## config.mk

```make
export PLATFORM = sky130hd
export DESIGN_NAME = viterbi_decoder_flat
export DESIGN_NICKNAME = d
export VERILOG_FILES = /design/src/rtl/viterbi_pkg.sv /design/src/rtl/viterbi_decoder_if.sv /design/src/rtl/acs_unit.sv /design/src/rtl/viterbi_decoder.sv /design/src/flat_wrapper.sv
export SDC_FILE = /design/constraint.sdc
export NUM_CORES = 1
export LEC_CHECK = 0
export CELL_PAD_IN_SITES_DETAIL_PLACEMENT = 0
export CELL_PAD_IN_SITES_GLOBAL_PLACEMENT = 1
export CORE_UTILIZATION = 25
export CTS_BUF_LIST = sky130_fd_sc_hd__clkbuf_8
export DETAILED_ROUTE_END_ITERATION = 6
export HOLD_SLACK_MARGIN = 0.1
export PLACE_DENSITY = 0.46
export SYNTH_ARGS = -nofsm -noshare
export SYNTH_HDL_FRONTEND = slang
export SYNTH_SLANG_ARGS = --single-unit
```

## constraint.sdc

```tcl
create_clock -name clk -period 10.7 [get_ports clk]
set_input_delay 1.07 -clock clk [delete_from_list [all_inputs] [get_ports clk]]
set_output_delay 1.07 -clock clk [all_outputs]
set_load 0.02 [all_outputs]
```

## src/rtl/viterbi_pkg.sv

```systemverilog
// rtl/viterbi_pkg.sv - shared constants and helpers for the K=3 rate-1/2 (7,5) code
package viterbi_pkg;

    localparam logic [2:0] G0 = 3'b111;
    localparam logic [2:0] G1 = 3'b101;
    localparam int NUM_STATES = 4;

    typedef logic [1:0] state_t;
    typedef logic [1:0] symbol_t;

    // Register bits are {u, b1, b0}; each output is the parity of the generator taps.
    function automatic symbol_t expected_symbol(input logic u, input state_t state);
        logic [2:0] reg_bits;
        reg_bits = {u, state};
        return {^(reg_bits & G0), ^(reg_bits & G1)};
    endfunction

    function automatic logic [1:0] hamming2(input symbol_t a, input symbol_t b);
        symbol_t x;
        x = a ^ b;
        return {1'b0, x[1]} + {1'b0, x[0]};
    endfunction

endpackage

```

## src/rtl/viterbi_decoder_if.sv

```systemverilog
// rtl/viterbi_decoder_if.sv - symbol input / decoded bit output bundle
interface viterbi_decoder_if;
    import viterbi_pkg::*;

    logic    enable;
    symbol_t d_in;
    logic    d_out;

    modport master (output enable, output d_in, input d_out);
    modport slave  (input enable, input d_in, output d_out);

endinterface

```

## src/rtl/acs_unit.sv

```systemverilog
// rtl/acs_unit.sv - saturating add-compare-select for one trellis state
module acs_unit #(
    parameter int PM_W = 6
) (
    input  logic [PM_W-1:0] pm0_i,
    input  logic [PM_W-1:0] pm1_i,
    input  logic [1:0]      bm0_i,
    input  logic [1:0]      bm1_i,
    output logic [PM_W-1:0] pm_o,
    output logic            dec_o
);

    logic [PM_W:0]   sum0;
    logic [PM_W:0]   sum1;
    logic [PM_W-1:0] cand0;
    logic [PM_W-1:0] cand1;

    // Ties resolve toward predecessor 0, so only a strictly smaller cand1 selects it.
    always_comb begin
        sum0  = {1'b0, pm0_i} + (PM_W+1)'(bm0_i);
        sum1  = {1'b0, pm1_i} + (PM_W+1)'(bm1_i);
        cand0 = sum0[PM_W] ? {PM_W{1'b1}} : sum0[PM_W-1:0];
        cand1 = sum1[PM_W] ? {PM_W{1'b1}} : sum1[PM_W-1:0];
        dec_o = (cand1 < cand0);
        pm_o  = dec_o ? cand1 : cand0;
    end

endmodule

```

## src/rtl/viterbi_decoder.sv

```systemverilog
// rtl/viterbi_decoder.sv - 4-state hard-decision Viterbi decoder with register-exchange survivors
module viterbi_decoder
    import viterbi_pkg::*;
#(
    parameter int TB_LEN = 16,
    parameter int PM_W   = 6
) (
    input logic               clk,
    input logic               rst,
    viterbi_decoder_if.slave  dec
);

    localparam int CNT_W = $clog2(TB_LEN);
    localparam logic [PM_W-1:0] PM_INIT = (PM_W >= 5) ? PM_W'(16) : {PM_W{1'b1}};

    logic [NUM_STATES-1:0][PM_W-1:0]   pm_q, pm_d, pm_acs;
    logic [NUM_STATES-1:0][TB_LEN-1:0] surv_q, surv_d;
    logic [NUM_STATES-1:0]             dec_bit;
    logic [CNT_W-1:0]                  cnt_q, cnt_d;
    logic                              d_out_q, d_out_d;
    logic [PM_W-1:0]                   pm_min;
    state_t                            best;

    // Next state {u,b1} is reached from {b1,0} or {b1,1} with input u.
    for (genvar s = 0; s < NUM_STATES; s++) begin : g_acs
        localparam state_t NS = state_t'(s);
        localparam state_t P0 = {NS[0], 1'b0};
        localparam state_t P1 = {NS[0], 1'b1};

        logic [1:0] bm0;
        logic [1:0] bm1;

        assign bm0 = hamming2(dec.d_in, expected_symbol(NS[1], P0));
        assign bm1 = hamming2(dec.d_in, expected_symbol(NS[1], P1));

        acs_unit #(.PM_W(PM_W)) u_acs (
            .pm0_i (pm_q[P0]),
            .pm1_i (pm_q[P1]),
            .bm0_i (bm0),
            .bm1_i (bm1),
            .pm_o  (pm_acs[s]),
            .dec_o (dec_bit[s])
        );
    end

    always_comb begin
        state_t si;
        state_t pred;
        si   = '0;
        pred = '0;

        pm_min = pm_acs[0];
        for (int i = 1; i < NUM_STATES; i++) begin
            if (pm_acs[i] < pm_min) pm_min = pm_acs[i];
        end

        // Descending scan leaves the lowest index holding the minimum.
        best = '0;
        for (int i = NUM_STATES - 1; i >= 0; i--) begin
            if (pm_acs[i] == pm_min) best = state_t'(i);
        end

        pm_d    = pm_q;
        surv_d  = surv_q;
        cnt_d   = cnt_q;
        d_out_d = d_out_q;

        if (dec.enable) begin
            for (int i = 0; i < NUM_STATES; i++) begin
                si        = state_t'(i);
                pred      = {si[0], dec_bit[i]};
                surv_d[i] = {surv_q[pred][TB_LEN-2:0], si[1]};
                pm_d[i]   = pm_acs[i] - pm_min;
            end
            // The survivor window is not yet full until TB_LEN-1 symbols have gone by.
            if (cnt_q == CNT_W'(TB_LEN - 1)) begin
                d_out_d = surv_d[best][TB_LEN-1];
            end else begin
                cnt_d   = cnt_q + 1'b1;
                d_out_d = 1'b0;
            end
        end
    end

    always_ff @(posedge clk) begin
        if (rst) begin
            pm_q    <= {PM_INIT, PM_INIT, PM_INIT, {PM_W{1'b0}}};
            surv_q  <= '0;
            cnt_q   <= '0;
            d_out_q <= 1'b0;
        end else begin
            pm_q    <= pm_d;
            surv_q  <= surv_d;
            cnt_q   <= cnt_d;
            d_out_q <= d_out_d;
        end
    end

    assign dec.d_out = d_out_q;

endmodule

```

## src/flat_wrapper.sv

```systemverilog
// flat-port wrapper written by rule: the top's interface ports become plain ports
module viterbi_decoder_flat import viterbi_pkg::*;
#(
    parameter int TB_LEN = 16,
    parameter int PM_W   = 6
)
  (clk, rst, dec_enable, dec_d_in, dec_d_out);
  viterbi_decoder_if dec_i ();
  input logic clk;
  input logic rst;
  input wire logic [$bits(dec_i.enable)-1:0] dec_enable;
  input wire logic [$bits(dec_i.d_in)-1:0] dec_d_in;
  output wire logic [$bits(dec_i.d_out)-1:0] dec_d_out;
  assign dec_i.enable = dec_enable;
  assign dec_i.d_in = dec_d_in;
  assign dec_d_out = dec_i.d_out;
  viterbi_decoder #(.TB_LEN(TB_LEN), .PM_W(PM_W)) u_core (.clk(clk), .rst(rst), .dec(dec_i));
endmodule
```

Run 1, clock nets:
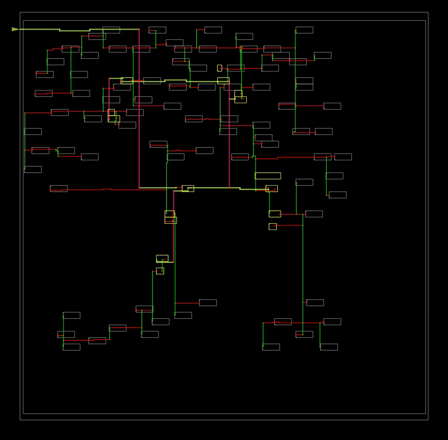
Clock Latency Late Sink: 380 ps
cts bufs inserted: 9
Clock Buffer Count: 9
number of sinks on the clock net: 84

Run 1, placement by cell class:
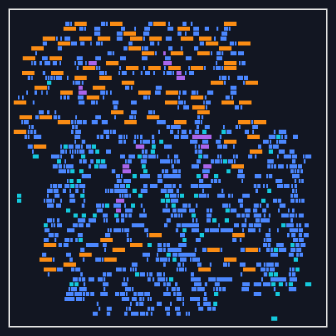
| colour | class | cells |
|---|---|---|
| purple | clock drivers and dummy loads | 16 |
| cyan | other buffers and delay cells | 83 |
| blue | all other logic | 808 |
| orange | flip-flops | 84 |
core utilization of the finished layout: 30.0%
core area: 0.0291 sq mm
# rows: 62
final design instance area without fill: 0.00873 sq mm

Run 1, sequential cells grouped by signal name:
Other sequential cells in the stronger grey, the rest of the logic in the fainter grey.
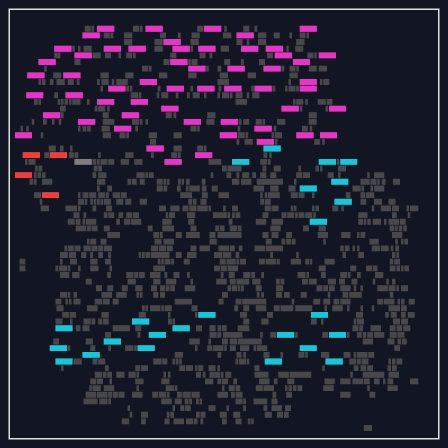
| colour | signal | sequential cells |
|---|---|---|
| cyan | u_core.pm_q | 24 |
| red | u_core.cnt_q | 4 |
| magenta | u_core.surv_q | 55 |
FF/Latch Area: 0.00168 sq mm
fraction of area in registers: 19.3%

-- run 1: metal layers --
| metal | track usage [%] | vias up | part of all wire [%] |
|---|---|---|---|
| li1 | - | 3480 | - |
| met1 | 23.3 | 3072 | 54 |
| met2 | 24.1 | 45 | 43 |
| met3 | 1.68 | 12 | 2.4 |
| met4 | 3.12 | 0 | 0.83 |
| met5 | 0 | - | 0 |
-- run 1: final cells by class --
cell class,count,area share [%]
clock buffers,9,1.42
clock inverters,7,0.917
inverters,47,2.02
multi-input cells,761,63.6
flip-flops and latches,84,19.3
well taps,384,5.50
repair buffers,83,7.22
==> flow_metrics.env, run 1 <==
# flow metrics
export IMPL_fmax_mhz=98.7
export IMPL_r2r_start="u_core.pm_q[2]$_SDFFE_PP0P_"
export IMPL_worst_path_max_fanout=5
export IMPL_routabilityCongestion=0.810
export IMPL_number_of_buffers_added_to_fix_hold_violations_after_cts=0
export IMPL_final_setup_tns_ps=0
export IMPL_timing_critical_path_mode_cell="sky130_fd_sc_hd__ha_1"
export IMPL_numPlacedInstances=1357
export IMPL_ys_sh_xor_pct=5.62
export IMPL_result_of_the_run="finished clean"
export IMPL_setup_slack_ps=572
export IMPL_grt_pass1_vias=6452
export IMPL_io_pins=6
export IMPL_critPathLaunch="dec_d_in[0]"
export IMPL_critical_path_reg2reg_endpoint="u_core.pm_q[17]$_SDFFE_PP0P_"
export IMPL_count_of_library_flops_with_an_enable_pin=0
export IMPL_worst_hold_slack_ps=474
export IMPL_max_slew_margin_rel_pct=33.7
export IMPL_routed_wire_length_per_instance_um=16.9
export IMPL_timing_hold_worst_endpoint="u_core.surv_q[48]$_SDFFE_PP0P_"
export IMPL_ys_cells=946
export IMPL_cts_repair_resize_count=1
export IMPL_crit_type="in -> reg"
export IMPL_synth_compound_area_share_pct=24.7
export IMPL_yosysWarningCount=0
Run 1, clock distribution:
Bar = 50 um.
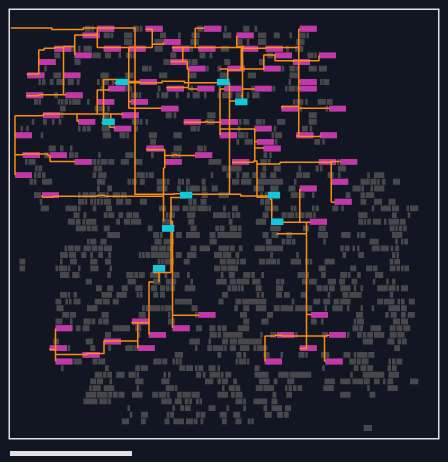

==> run 1 -> run 2 <==
--- a/config.mk
+++ b/config.mk
@@ -12,6 +12,7 @@
 export DETAILED_ROUTE_END_ITERATION = 6
 export HOLD_SLACK_MARGIN = 0.1
 export PLACE_DENSITY = 0.46
+export SETUP_SLACK_MARGIN = 0.3
 export SYNTH_ARGS = -nofsm -noshare
 export SYNTH_HDL_FRONTEND = slang
 export SYNTH_SLANG_ARGS = --single-unit
Run 2, clock distribution:
Bar = 50 um.
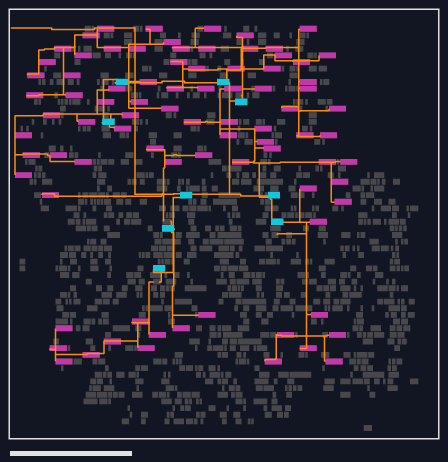
[magenta] flip-flops | count: 84
[orange] clock wires | length: 1500 um
[cyan] cells driving clock nets | count: 9
routed clock nets: 10
Layout Skew: 15.7 ps

Run 2, sequential cells grouped by signal name:
Other sequential cells in the stronger grey, the rest of the logic in the fainter grey.
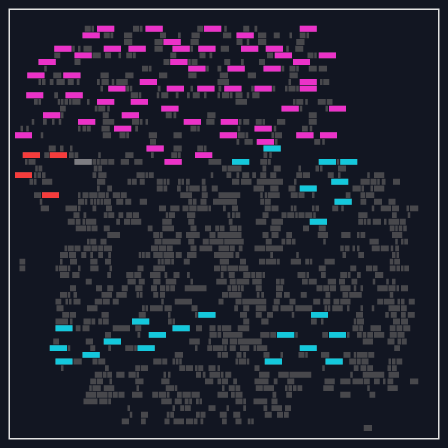
| colour | signal | sequential cells |
|---|---|---|
| cyan | u_core.pm_q | 24 |
| red | u_core.cnt_q | 4 |
| magenta | u_core.surv_q | 55 |
not coloured: 1

==> flow_metrics.env, run 2 <==
# flow metrics
export IMPL_result_of_the_run="finished clean"
export IMPL_grt_met1_usage_pct=23.3
export IMPL_clk_share_pct=2.28
export IMPL_seqAreaFraction_pct=18.8
export IMPL_placementRows=62
export IMPL_worst_path_max_fanout=5
export IMPL_grt_pass1_vias=6452
export IMPL_critical_path_reg2reg_endpoint="u_core.pm_q[23]$_SDFFE_PP0P_"
export IMPL_combinational_fraction_of_the_cell_area_pct=63.4
export IMPL_signal_buffers=95
export IMPL_inv_count=47
export IMPL_ys_cells=946
export IMPL_core_area_sq_mm=0.0291
export IMPL_clkSinkCount=84
export IMPL_tap_cells=384
export IMPL_global_route_usage_met3_pct=1.68
export IMPL_worstSkewPairLatency_ps=380
export IMPL_routed_wire_length_per_instance_um=16.9
export IMPL_fmax_mhz=101
export IMPL_cts_repair_resize_count=2
export IMPL_numPlacedInstances=1357
export IMPL_clkbuf_count=9
export IMPL_r2r_start="u_core.pm_q[2]$_SDFFE_PP0P_"
export IMPL_yosysWarningCount=0
[run 2: cell counts after synthesis]
Identical to the previous run, type by type.
[run 2: metrics by stage]
stage	hold slack, ps	instance area [sq um]
2_1_floorplan	435	7480
3_3_place_gp	446	8360
3_5_place_dp	459	8360
4_1_cts	481	8570
5_1_grt	511	8940
6_report	474	8940
[run 2: cell families (layout without fill, tap and decap cells)]
| logic type | count (synthesis) | in the layout | share of synthesized area (%) |
|---|---|---|---|
| flops | 84 | 84 | 22.5 |
| fa+ha+maj | 69 | 69 | 11.9 |
| compound gates | 251 | 251 | 24.7 |
| simple gates | 314 | 314 | 19.1 |
| xor+xnor | 48 | 48 | 5.62 |
| buf+inv | 101 | 158 | 5.44 |
| mux | 79 | 79 | 10.7 |
Run 2, routed metal per tile:
35 x 35 tiles, from dark blue (low) to red (high), scaled to the fullest tile. Values are wire area over tile area, all layers added.
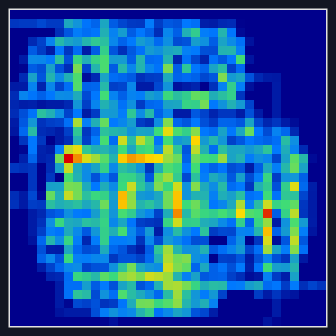

==> run 2 -> run 3 <==
--- a/config.mk
+++ b/config.mk
@@ -12,6 +12,7 @@
 export DETAILED_ROUTE_END_ITERATION = 6
 export HOLD_SLACK_MARGIN = 0.1
 export PLACE_DENSITY = 0.46
+export REMOVE_ABC_BUFFERS = 1
 export SETUP_SLACK_MARGIN = 0.3
 export SYNTH_ARGS = -nofsm -noshare
 export SYNTH_HDL_FRONTEND = slang
Run 3, routed metal per tile:
35 x 35 tiles, from dark blue (low) to red (high), scaled to the fullest tile. Values are wire area over tile area, all layers added.
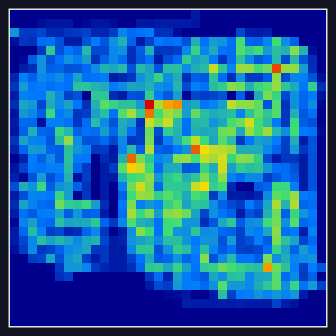
nearly empty tiles: 22%
densest ninth of the die: centre
mean over tiles: 0.12
emptiest ninth of the die: lower left
fullest tile: 0.50
tiles over half the peak: 10%

==> flow_metrics.env, run 3 <==
# flow metrics
export IMPL_routed_wire_length_per_instance_um=17.2
export IMPL_result_of_the_run="finished clean"
export IMPL_inv_count=47
export IMPL_setup_slack_ps=770
export IMPL_fmax_mhz=101
export IMPL_final_setup_tns_ps=0
export IMPL_routabilityCongestion=0.830
export IMPL_timing_critical_path_mode_cell="sky130_fd_sc_hd__inv_1"
export IMPL_count_of_library_flops_with_an_enable_pin=0
export IMPL_r2r_start="u_core.pm_q[2]$_SDFFE_PP0P_"
export IMPL_multiInputCombCellCount=761
export IMPL_final_layout_non_clock_buffer_area_share_pct=5.61
export IMPL_ff_latch_area_sq_mm=0.00168
export IMPL_yosysWarningCount=0
export IMPL_numPlacedInstances=1333
export IMPL_grt_pass1_vias=6364
export IMPL_utilization_pct=29.7
export IMPL_core_area_sq_mm=0.0291
export IMPL_io_pins=6
export IMPL_max_slew_margin_rel_pct=41.6
export IMPL_critical_path_reg2reg_endpoint="u_core.pm_q[22]$_SDFFE_PP1P_"
export IMPL_crit_type="in -> reg"
export IMPL_combinational_fraction_of_the_cell_area_pct=64.6
export IMPL_number_of_buffers_added_to_fix_hold_violations_after_cts=0
export IMPL_clkSinkCount=84
export IMPL_timing_clock_skew_ps=15.8
export IMPL_cts_bufs_inserted=9
export IMPL_signal_buffers=63
export IMPL_ys_cells=946
export IMPL_seqAreaFraction_pct=19.5
export IMPL_tap_cells=384
export IMPL_worst_path_max_fanout=5
export IMPL_timing_hold_worst_endpoint="u_core.surv_q[48]$_SDFFE_PP0P_"
Run 3, clock nets:
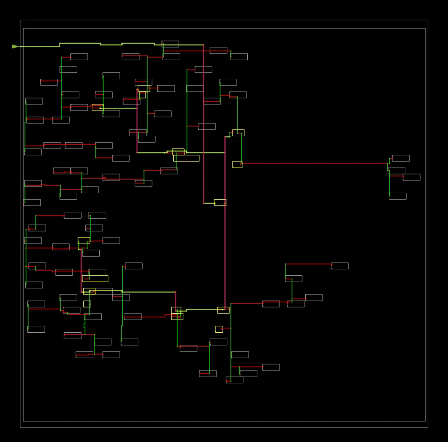
seq_cells: 84
Clock Latency Late Sink: 390 ps

-- run 3: critical path, delay by kind of cell --
family,cells,cell delay [ps]
and+or+nand+nor,10,1580
muxes,3,1010
xor gates and xnor gates,2,210
buffers and inverters,8,1080
adders and majority gates,8,2240
AOI/OAI and AO/OA,17,3020
-- run 3: cells by family after synthesis --
group	Yosys count	share of synthesized area [%]
flip-flops	84	22.5
XOR/XNOR	48	5.62
AND-OR/OR-AND	251	24.7
AND/OR/NAND/NOR	314	19.1
multiplexers	79	10.7
buffers and inverters	101	5.44
adder cells (fa/ha/maj)	69	11.9
-- run 3: metal layers --
metal	vias up	wire length (um)	track usage (%)
li1	3454	-	-
met1	3099	12000	21.7
met2	55	10600	25.4
met3	17	495	1.96
met4	0	250	3.44
met5	-	0	0
